===== config.mk =====
export PLATFORM = sky130hd
export DESIGN_NAME = spi_tx_arbiter
export DESIGN_NICKNAME = d
export VERILOG_FILES = /design/src/rtl/spi_arb_pkg.sv /design/src/rtl/spi_tx_arbiter_rr_pick.sv /design/src/rtl/spi_tx_arbiter.sv
export SDC_FILE = /design/constraint.sdc
export NUM_CORES = 1
export LEC_CHECK = 0
export CAP_MARGIN = 30
export CORE_AREA = 3 3 75 105
export DETAILED_ROUTE_END_ITERATION = 6
export DIE_AREA = 0 0 78 108
export DONT_BUFFER_PORTS = 1
export PLACE_DENSITY = 0.55
export RECOVER_POWER = 25
export SLEW_MARGIN = 15
export SYNTH_ARGS = -nofsm -noshare
export SYNTH_HDL_FRONTEND = slang
export SYNTH_SLANG_ARGS = --single-unit

===== constraint.sdc =====
create_clock -name clk -period 5.9 [get_ports clk]
set_clock_uncertainty 0.15 [all_clocks]
set_input_delay 0.885 -clock clk [delete_from_list [all_inputs] [get_ports clk]]
set_output_delay 0.885 -clock clk [all_outputs]
set_load 0.01 [all_outputs]

===== src/rtl/spi_arb_pkg.sv =====
// Shared types and default sizing for the SPI transmit arbiter.
package spi_arb_pkg;

  localparam int unsigned NREQ_DEF    = 4;
  localparam int unsigned DW_DEF      = 8;
  localparam int unsigned ACK_TO_DEF  = 64;
  localparam int unsigned DONE_TO_DEF = 1024;

  typedef enum logic [1:0] {
    IDLE      = 2'd0,
    ISSUE     = 2'd1,
    WAIT_DONE = 2'd2
  } arb_state_t;

  // Counter width able to hold 0..max(a,b)-1 (at least one bit).
  function automatic int unsigned cnt_width(input int unsigned a, input int unsigned b);
    int unsigned m;
    m = (a > b) ? a : b;
    return (m < 2) ? 1 : $clog2(m);
  endfunction

endpackage


===== src/rtl/spi_tx_arbiter_rr_pick.sv =====
// Round-robin pick: first asserted request at or after ptr, wrapping.
module rr_pick #(
  parameter int unsigned NREQ = 4,
  parameter int unsigned PW   = 2
) (
  input  logic [NREQ-1:0] req,
  input  logic [PW-1:0]   ptr,
  output logic [PW-1:0]   gnt_idx,
  output logic            any
);

  logic [PW-1:0] idx;

  // Scan offsets from farthest to nearest so the nearest hit wins.
  always_comb begin
    gnt_idx = '0;
    any     = 1'b0;
    idx     = '0;
    for (int k = int'(NREQ) - 1; k >= 0; k--) begin
      idx = PW'((int'(ptr) + k) % int'(NREQ));
      if (req[idx]) begin
        gnt_idx = idx;
        any     = 1'b1;
      end
    end
  end

endmodule


===== src/rtl/spi_tx_arbiter.sv =====
// Round-robin arbiter sharing one byte-serial SPI transmitter among NREQ clients.
module spi_tx_arbiter
  import spi_arb_pkg::*;
#(
  parameter int unsigned NREQ    = NREQ_DEF,
  parameter int unsigned DW      = DW_DEF,
  parameter int unsigned ACK_TO  = ACK_TO_DEF,
  parameter int unsigned DONE_TO = DONE_TO_DEF
) (
  input  logic               clk,
  input  logic               rst,
  input  logic [NREQ-1:0]    req_valid,
  input  logic [NREQ*DW-1:0] req_data,
  output logic [NREQ-1:0]    req_ready,
  output logic [NREQ-1:0]    req_done,
  output logic [NREQ-1:0]    req_err,
  output logic               m_start,
  output logic [DW-1:0]      m_data,
  input  logic               m_busy,
  output logic [NREQ-1:0]    sel,
  output logic               busy
);

  localparam int unsigned PW = (NREQ < 2) ? 1 : $clog2(NREQ);
  localparam int unsigned CW = cnt_width(ACK_TO, DONE_TO);
  localparam logic [NREQ-1:0] ONE = NREQ'(1);
  localparam logic [CW-1:0] ACK_LAST  = CW'(ACK_TO - 1);
  localparam logic [CW-1:0] DONE_LAST = CW'(DONE_TO - 1);

  arb_state_t    state;
  logic [PW-1:0] ptr;
  logic [PW-1:0] own;
  logic [CW-1:0] cnt;
  logic [PW-1:0] pick_idx;
  logic          pick_any;
  logic          grant_c;
  logic [PW-1:0] ptr_nxt;

  rr_pick #(
    .NREQ (NREQ),
    .PW   (PW)
  ) u_pick (
    .req     (req_valid),
    .ptr     (ptr),
    .gnt_idx (pick_idx),
    .any     (pick_any)
  );

  // A grant is offered only when idle and the transmitter is quiet.
  assign grant_c   = (state == IDLE) && !m_busy && pick_any;
  assign req_ready = grant_c ? (ONE << pick_idx) : '0;
  assign busy      = (state != IDLE);
  assign ptr_nxt   = (own == PW'(NREQ - 1)) ? '0 : own + PW'(1);

  // Arbitration FSM with frame timeout counter and result pulses.
  always_ff @(posedge clk) begin
    if (rst) begin
      state    <= IDLE;
      ptr      <= '0;
      own      <= '0;
      cnt      <= '0;
      m_start  <= 1'b0;
      m_data   <= '0;
      sel      <= '0;
      req_done <= '0;
      req_err  <= '0;
    end else begin
      req_done <= '0;
      req_err  <= '0;
      case (state)
        IDLE: begin
          if (grant_c) begin
            own     <= pick_idx;
            sel     <= ONE << pick_idx;
            m_data  <= req_data[pick_idx*DW +: DW];
            cnt     <= '0;
            m_start <= 1'b1;
            state   <= ISSUE;
          end
        end
        ISSUE: begin
          if (m_busy) begin
            m_start <= 1'b0;
            cnt     <= '0;
            state   <= WAIT_DONE;
          end else if (cnt == ACK_LAST) begin
            m_start <= 1'b0;
            req_err <= ONE << own;
            ptr     <= ptr_nxt;
            sel     <= '0;
            state   <= IDLE;
          end else begin
            cnt <= cnt + CW'(1);
          end
        end
        WAIT_DONE: begin
          if (!m_busy) begin
            req_done <= ONE << own;
            ptr      <= ptr_nxt;
            sel      <= '0;
            state    <= IDLE;
          end else if (cnt == DONE_LAST) begin
            req_err <= ONE << own;
            ptr     <= ptr_nxt;
            sel     <= '0;
            state   <= IDLE;
          end else begin
            cnt <= cnt + CW'(1);
          end
        end
        default: state <= IDLE;
      endcase
    end
  end

endmodule


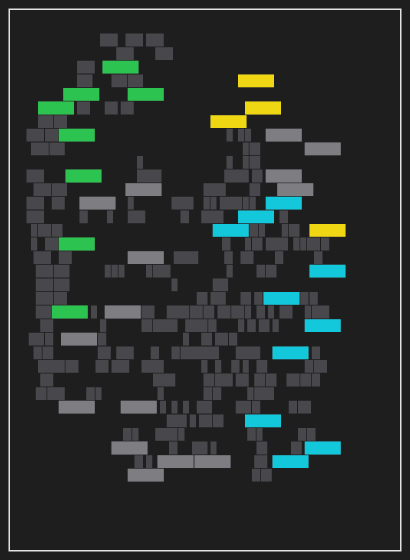
(run_1/flops_by_reg.png)
- yellow: req_err (placed flops 4)
- green: m_data (placed flops 8; where upper left)
- cyan: cnt (placed flops 10)
sequential share of cell area: 0.333
final core occ: 0.316
Seq power: 278 uW
register area: 741 um2

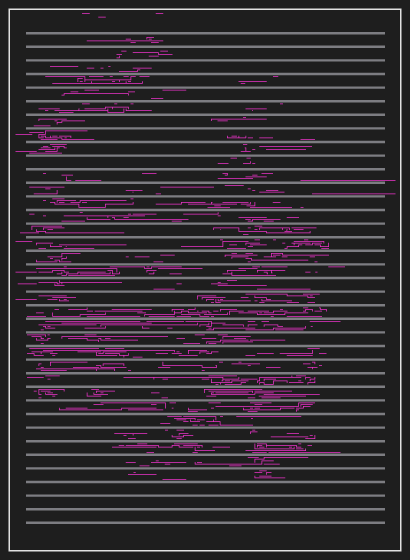
(run_1/layer_met1.png)
Supply wires on this layer in gray.
- share of all routed wire: 44%
- nets with wire on the layer: 245
- longest straight run: 26.2 um
- main direction: horizontal
- wire length on this layer: 2180 um
WL final: 4920 um
Vias: 1724

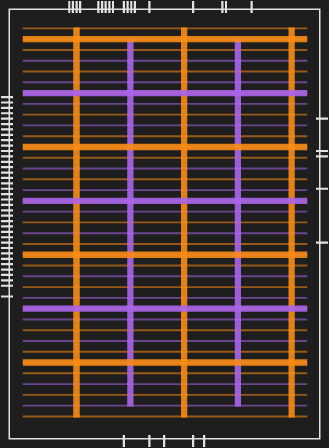
(run_1/power_grid.png)
Pins as bars on the die edge.
- purple: VDD
- orange: VSS
- met5 straps: 7
- signal pins: 65
- rows: 36
- met1 rails: 37
- met4 straps: 5
chip width: 78 um
core area: 7030 um2
Die Ht: 108 um

==> deck_impl_summary.md, run 1 <==
Flow Results at a Glance

Run status
  • Outcome: complete, no violations

GRT
  • Vias in the first global route: 1673
  • Grt ovf: 0

Floorplanning
  • Floorplan Utilization: 0.298
  • Die ar.: 8420 um2

Clock tree
  • TritonCTS Buffers: 5
  • Hold buffers post-CTS: 0
  • # resized after CTS: 0
  • Root Buffer: clkbuf_8
  • Postcts setup bufs: 0
  • Bufs on Longest Clock Path: 2

Synthesis
  • Synth area leaders: dfxtp_1 (35%), mux2i_1 (9.1%), ha_1 (4.8%)
  • Yosys stat chip area: 2090 um2
  • Post-synth EDFFs: 0
  • FFs w/ async S/R, synth: 0
  • Most frequent cells after synthesis: dfxtp_1 (37), mux2i_1 (19), a21oi_1 (18), nand2_1 (18), nor2_1 (17)
  • Synth Area per Inst: 8.78 um2
  • Cell Type Count: 49
  • Register area share after synthesis: 0.354

STA
  • Fin Hold WS: 322 ps
  • Fin crit share: 0.564
  • Fmax achieved: 301 MHz
  • Minimum clock period: 3330 ps
  • Final max-slew violation count: 0
  • Setup violators final: 0
  • Setup_tns: 0 ps
  • Hold Violations, Final: 0

Cells and area
  • Post-Layout Cell Count: 330

Setup path
  • Worst path max stage delay: 580 ps
  • Worst Path Buf+Inv: 0
  • Crit path capture type: output port
  • Reg2reg path depth: 8

Routing
  • Met3 routed WL: 293 um
  • Top Metal Used: met4
  • Detailed-route DRC error count: 0

Min path
  • Hold path cells: 2
  • Hold/Removal Path Class: flop to flop
## run 1: power by group
group	internal, mW	leakage (nW)	switching [mW]
clock	0.0819	0.0450	0.0910
combinational	0.0405	0.458	0.0616
sequential	0.263	0.300	0.0147
## run 1: per-layer routing
metal,track usage,up-vias
met5,0,-
met4,0.0375,0
met3,0.0342,6
met2,0.210,48
met1,0.141,797
li1,-,873
## run 1: path summary, 6_finish.rpt
kind / start / slack (ps) / endpoint
setup / recovery: req_valid[2] / 2570 / req_ready[1]
hold / removal: cnt[1]$_SDFFE_PP0P_ / 320 / cnt[1]$_SDFFE_PP0P_
setup reg to reg: state[0]$_SDFFE_PP0P_ / 3320 / cnt[5]$_SDFFE_PP0P_
hold reg to reg: cnt[1]$_SDFFE_PP0P_ / 320 / cnt[1]$_SDFFE_PP0P_
## run 1: cell usage in the layout, fill, tap and decap left out, types with 4 or more instances in the layout
master,count
a21oi_1,18
and2_0,4
clkbuf_8,5
dfxtp_1,37
ha_1,8
inv_1,13
mux2i_1,19
nand2_1,18
nand3_1,5
nand3b_1,8
nor2_1,17
nor3_1,4
o21ai_0,8
o221ai_1,9
or4_1,8
## run 1: flip-flops by register name, indices dropped and copies added, names as in the netlist
name,count
cnt,10
m_data,8
req_done,4
req_err,4
sel,4
own,2
ptr,2
state,2
m_start,1
## run 1: through the flow
stage | cell area [um2] | total power, mW | utilization
5_1_grt | 2220 | 0.584 | 0.316
4_1_cts | 2220 | 0.562 | 0.316
3_3_place_gp | 2130 | 0.383 | 0.303
3_5_place_dp | 2140 | 0.387 | 0.304
2_1_floorplan | 2090 | 0.372 | -
6_report | 2220 | 0.553 | 0.316
## run 1: cells by family (layout without fill, tap and decap cells)
group / after synthesis / count (layout) / share of synthesized area
fa+ha+maj: 8 / 8 / 0.0479
buf+inv: 26 / 23 / 0.0670
flops: 37 / 37 / 0.354
simple gates: 89 / 89 / 0.248
compound gates: 58 / 58 / 0.187
mux: 20 / 20 / 0.0963
## run 1: tightest hold or removal path: stages, from the launching register on
cell and delay, ps:
dfxtp_1 330, nand2_1 60, a21oi_1 50
## run 1: cell type report
class / count / area, um2 / area share
clock buffer: 6 / 72.6 / 0.0327
clock inverter: 2 / 10.0 / 0.00450
multi-input combinational: 175 / 1220 / 0.547
timing repair buffer: 2 / 15.0 / 0.00676
inverter: 13 / 48.8 / 0.0220
sequential: 37 / 741 / 0.333
tap: 95 / 119 / 0.0535
==> run_1/clocks.png <==
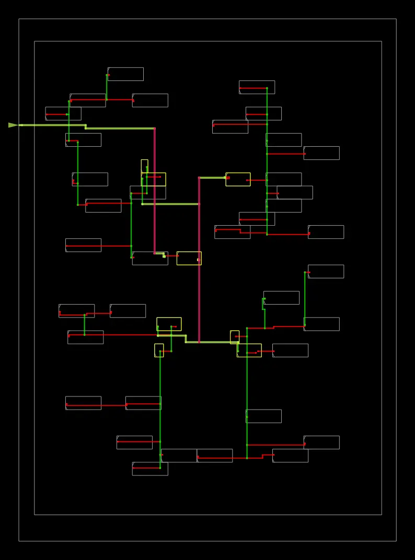

==> inputs of run 2 (changes only) <==
Clock period 5.9 ns to 3.33 ns, I/O delays scaled along.
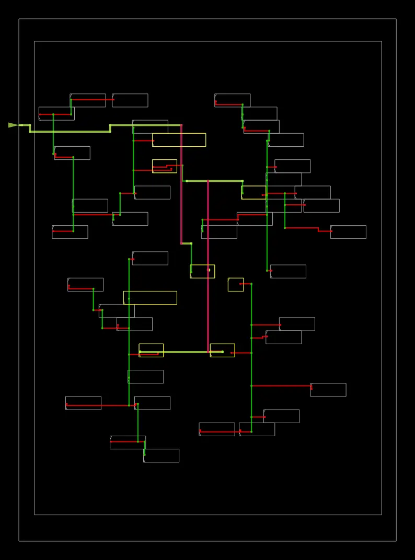
(run_2/clocks.png)
TritonCTS Buffers: 5
registers: 37

==> run 2 against run 1 <==
  * Critical path type is now flop to output port
  * Total power up 110%
  * Combinational power grew 78%
  * Critical endpoint unchanged
  * Largest cell class unchanged
  * Sequential share of layout area decreased by 0.81 points
  * Setup slack got worse by 2200 ps
  * Utilization is 0.78 points higher
==> deck_impl_summary.md, run 2 <==
Flow Results at a Glance

Routing
  • Detailed-route DRC error count: 0 (unchanged)

STA
  • Setup_tns: 0 ps (unchanged)
  • Fin crit share: 0.876
  • Minimum clock period: 2920 ps
  • Hold Violations, Final: 0 (unchanged)

Clock tree
  • Bufs on Longest Clock Path: 2 (unchanged)
  • Root Buffer: clkbuf_8

Run status
  • Outcome: complete, no violations

Synthesis
  • Adder Share, Synth: 0.0479 (unchanged)
  • FFs w/ async S/R, synth: 0 (unchanged)
  • Post-synthesis simple-gate area fraction: 0.248 (unchanged)
  • Most frequent cells after synthesis: dfxtp_1 (37), mux2i_1 (19), a21oi_1 (18), nand2_1 (18), nor2_1 (17)
  • Register area share after synthesis: 0.354 (unchanged)
  • Yosys xor share: 0 (unchanged)
  • Cell Type Count: 49 (unchanged)
  • Synth area leaders: dfxtp_1 (35%), mux2i_1 (9.1%), ha_1 (4.8%)

Cells and area
  • Leading cell type in the layout, fill and taps excluded: dfxtp_1

Floorplanning
  • Chip width: 78 um (unchanged)
  • Core area: 7030 um2 (unchanged)

Setup path
  • Reg2reg path depth: 8 (unchanged)
  • Crit path capture type: output port
  • Setup slack, reg-to-reg: 700 ps (-2620 ps)
  • Worst path max stage delay: 630 ps (+50 ps)

Pwr
  • Overall Power: 1.15 mW (+110%)
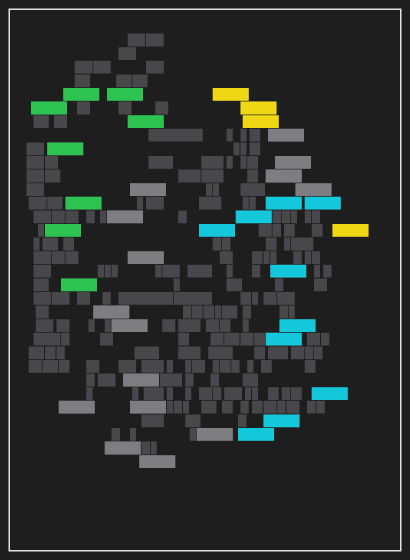
(run_2/flops_by_reg.png)
- cyan: cnt (placed flops 10)
- green: m_data (placed flops 8; where upper left)
- yellow: req_err (placed flops 4)
- not colored: 15
Seq power: 492 uW
sequential share of cell area: 0.325
final core occ: 0.324

[run 2: cell counts after synthesis]
No cell type changed its count.
[run 2: metal layers]
| metal | vias to the layer above | track usage | wire length (um) | part of all wire |
|---|---|---|---|---|
| li1 | 869 | - | - | - |
| met1 | 809 | 0.139 | 2140 | 0.44 |
| met2 | 56 | 0.192 | 2360 | 0.49 |
| met3 | 5 | 0.0342 | 309 | 0.063 |
| met4 | 0 | 0.0375 | 59 | 0.012 |
| met5 | - | 0 | 0 | 0 |
[run 2: through the flow]
step	std cells	hold slack, ps	setup slack [ps]	area (um2)
final	330	118	412	2280
after global routing	330	111	256	2280
after global placement	321	320	730	2130
after CTS	330	110	378	2280
after floorplan	238	296	795	2090
after detailed placement	322	314	695	2140
[run 2: worst max-delay path by stage]
stage                     cells after the start                   to                  start  slack (ps)
after floorplan                               5         req_ready[0]           req_valid[1]         800
after global placement                        7  cnt[5]$_SDFFE_PP0P_  state[0]$_SDFFE_PP0P_         730
after detailed placement                      6         req_ready[1]  state[0]$_SDFFE_PP0P_         700
after CTS                                     6         req_ready[1]  state[0]$_SDFFE_PP0P_         380
after global routing                          6         req_ready[3]  state[1]$_SDFFE_PP0P_         260
final                                         6         req_ready[1]  state[0]$_SDFFE_PP0P_         410
[run 2: cell type report]
type,count,area [um2],area share
Sequential cell,37,741,0.325
Clock inverter,3,68.8,0.0302
Timing Repair Buffer,2,15.0,0.00659
Multi-Input combinational cell,175,1220,0.534
Clock buffer,5,68.8,0.0302
Tap cell,95,119,0.0522
Inverter,13,48.8,0.0214
[run 2: power breakdown]
| part | internal [mW] | switching [mW] |
|---|---|---|
| Clock | 0.302 | 0.173 |
| Sequential | 0.466 | 0.0262 |
| Combinational | 0.0721 | 0.110 |
| Total | 0.840 | 0.309 |
[run 2: kinds of logic after synthesis]
group | after synthesis
and+or+nand+nor | 89
AOI/OAI and AO/OA | 58
DFF | 37
buffers and inverters | 26
muxes | 20
adders and majority gates | 8
[run 2: worst max-delay path, delay by kind of cell (launching register included)]
kind	cells	cell delay [ps]
simple gates	3	1230
fa+ha+maj	1	200
flops	1	330
buf+inv	2	210
==> run_2/layer_met1.png <==
Supply wires on this layer in gray.
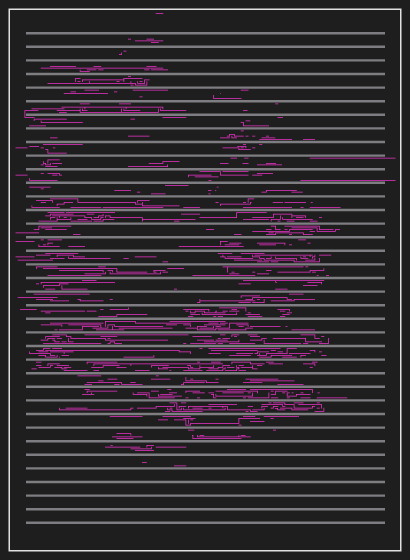

==> inputs of run 3 (changes only) <==
Settings changed: PLACE_DENSITY 0.55 to 0.56, SLEW_MARGIN 15 to 20.
Clock period 3.33 ns to 2.65 ns, I/O delays scaled along.
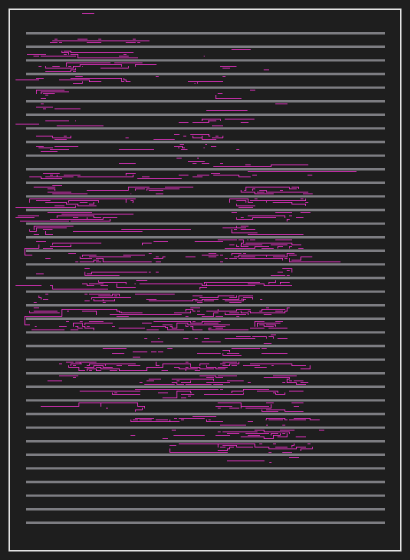
(run_3/layer_met1.png)
Supply wires on this layer in gray.
- wire length on this layer: 1960 um
- nets with wire on the layer: 250
global routing usage on met1: 0.132
WL final: 4970 um

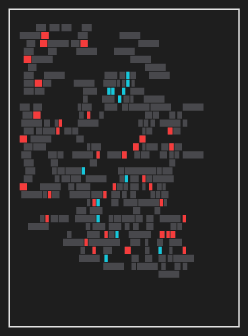
(run_3/logic_types.png)
- cyan: inv cells (cells 13; most used inv_1)
- red: nand cells (cells 34; most used nand2_1)
logic share of the area: 0.533
leading cell type in the layout, fill and taps excluded: dfxtp_1
Post-Layout Cell Count: 333

==> run 3 against run 2 <==
  * Sequential power is 25% higher
  * Worst hold slack worse by 100 ps
  * Final cell count rose by 0.91%
  * Via count up 2.0%
  * Sequential share of layout area decreased by 0.48 points
  * Global-route usage up 0.63 points
  * Flip-flop count stayed put
==> deck_impl_summary.md, run 3 <==
Flow Results at a Glance

Synthesis
  • Register area share after synthesis: 0.354 (unchanged)
  • Cell type with the largest total area: dfxtp_1
  • Most frequent cells after synthesis: dfxtp_1 (37), mux2i_1 (19), a21oi_1 (18), nand2_1 (18), nor2_1 (17)
  • Synth area leaders: dfxtp_1 (35%), mux2i_1 (9.1%), ha_1 (4.8%)
  • Cell Type Count: 49 (unchanged)
  • FFs w/ async S/R, synth: 0 (unchanged)
  • Synthesized registers: 37

STA
  • Fin crit share: 0.952
  • Minimum clock period: 2520 ps
  • Slew @ Worst Pin: 581 ps
  • Hold Violations, Final: 0 (unchanged)
  • Fin Hold WS: 15.6 ps (-102 ps)
  • Setup_tns: 0 ps (unchanged)

Setup path
  • CP Launch Point: state[1]$_SDFFE_PP0P_
  • Crit path DAT: 1970 ps
  • Reg2reg start: state[1]$_SDFFE_PP0P_
  • Crit path capture type: output port
  • Setup slack, reg-to-reg: 240 ps (-460 ps)

Floorplanning
  • Chip width: 78 um (unchanged)
  • Core area: 7030 um2 (unchanged)

Place
  • # placed instances: 325 (+0.93%)

Clock tree
  • Root Buffer: clkbuf_8
  • Bufs on Longest Clock Path: 2 (unchanged)
  • Postcts setup bufs: 0
  • H-tree Lvls: 2
  • TritonCTS Buffers: 5 (unchanged)

Routing
  • ANT nets after route: 0
  • Detailed-route DRC error count: 0 (unchanged)

Cells and area
  • Largest register by flop count: cnt
  • Final core occ: 0.329 (+0.00481)

Pwr
  • Sequential power share: 0.426 (-0.003)
  • Sw power: 389 uW (+26%)
  • Sw Share: 0.269 (about the same)
  • Internal Pwr Total: 1.06 mW (+26%)
  • Comb pwr share: 0.167 (+0.009)

GRT
  • Initial antenna violation count: 0

Run status
  • Outcome: complete, no violations
-- run 3: layout make-up --
type	count	area [um2]	share of cell area
Clock inverter	3	65.1	0.0282
Tap cell	95	119	0.0514
Multi-Input combinational cell	175	1230	0.533
Inverter	13	48.8	0.0211
Timing Repair Buffer	5	37.5	0.0162
Clock buffer	5	68.8	0.0298
Sequential cell	37	741	0.321
-- run 3: through the flow --
stage / area, um2 / total power, mW
floorplan: 2090 / 0.829
global placement: 2160 / 0.867
detailed placement: 2160 / 0.871
CTS: 2300 / 1.46
global route: 2310 / 1.51
finish: 2310 / 1.45
-- run 3: cell families (layout without fill, tap and decap cells) --
family,Yosys count,count (layout),synth area share
flip-flops,37,37,0.354
multiplexers,20,20,0.0963
buffers and inverters,26,26,0.0670
AND-OR/OR-AND,58,58,0.187
adder cells (fa/ha/maj),8,8,0.0479
AND/OR/NAND/NOR,89,89,0.248
-- run 3: worst paths after layout --
| check | end | cells after the start |
|---|---|---|
| worst min register to register | cnt[1]$_SDFFE_PP0P_ | 2 |
| worst max-delay path | req_ready[1] | 6 |
| worst min-delay path | cnt[5]$_SDFFE_PP0P_ | 1 |
| worst max register to register | cnt[9]$_SDFFE_PP0P_ | 8 |
-- run 3: worst max-delay path: stages (launching register included) --
cell and delay [ps]:
dfxtp_1 320, inv_1 90, ha_1 200, inv_1 120
or3_1 440, or2_2 360, nor2_2 160
-- run 3: power groups by stage --
stage / logic [mW] / registers [mW] / clock network, mW
2_1_floorplan: 0.205 / 0.624 / 0
3_3_place_gp: 0.236 / 0.631 / 0
3_5_place_dp: 0.240 / 0.631 / 0
4_1_cts: 0.241 / 0.618 / 0.602
5_1_grt: 0.272 / 0.622 / 0.616
6_report: 0.241 / 0.617 / 0.589
-- run 3: layer usage --
layer | up-vias | track usage | part of all wire
li1 | 874 | - | -
met1 | 836 | 0.132 | 0.39
met2 | 55 | 0.222 | 0.52
met3 | 8 | 0.0392 | 0.076
met4 | 0 | 0.0313 | 0.014
met5 | - | 0 | 0
Power figures rest on the tool's default switching activity, not on a simulated workload.
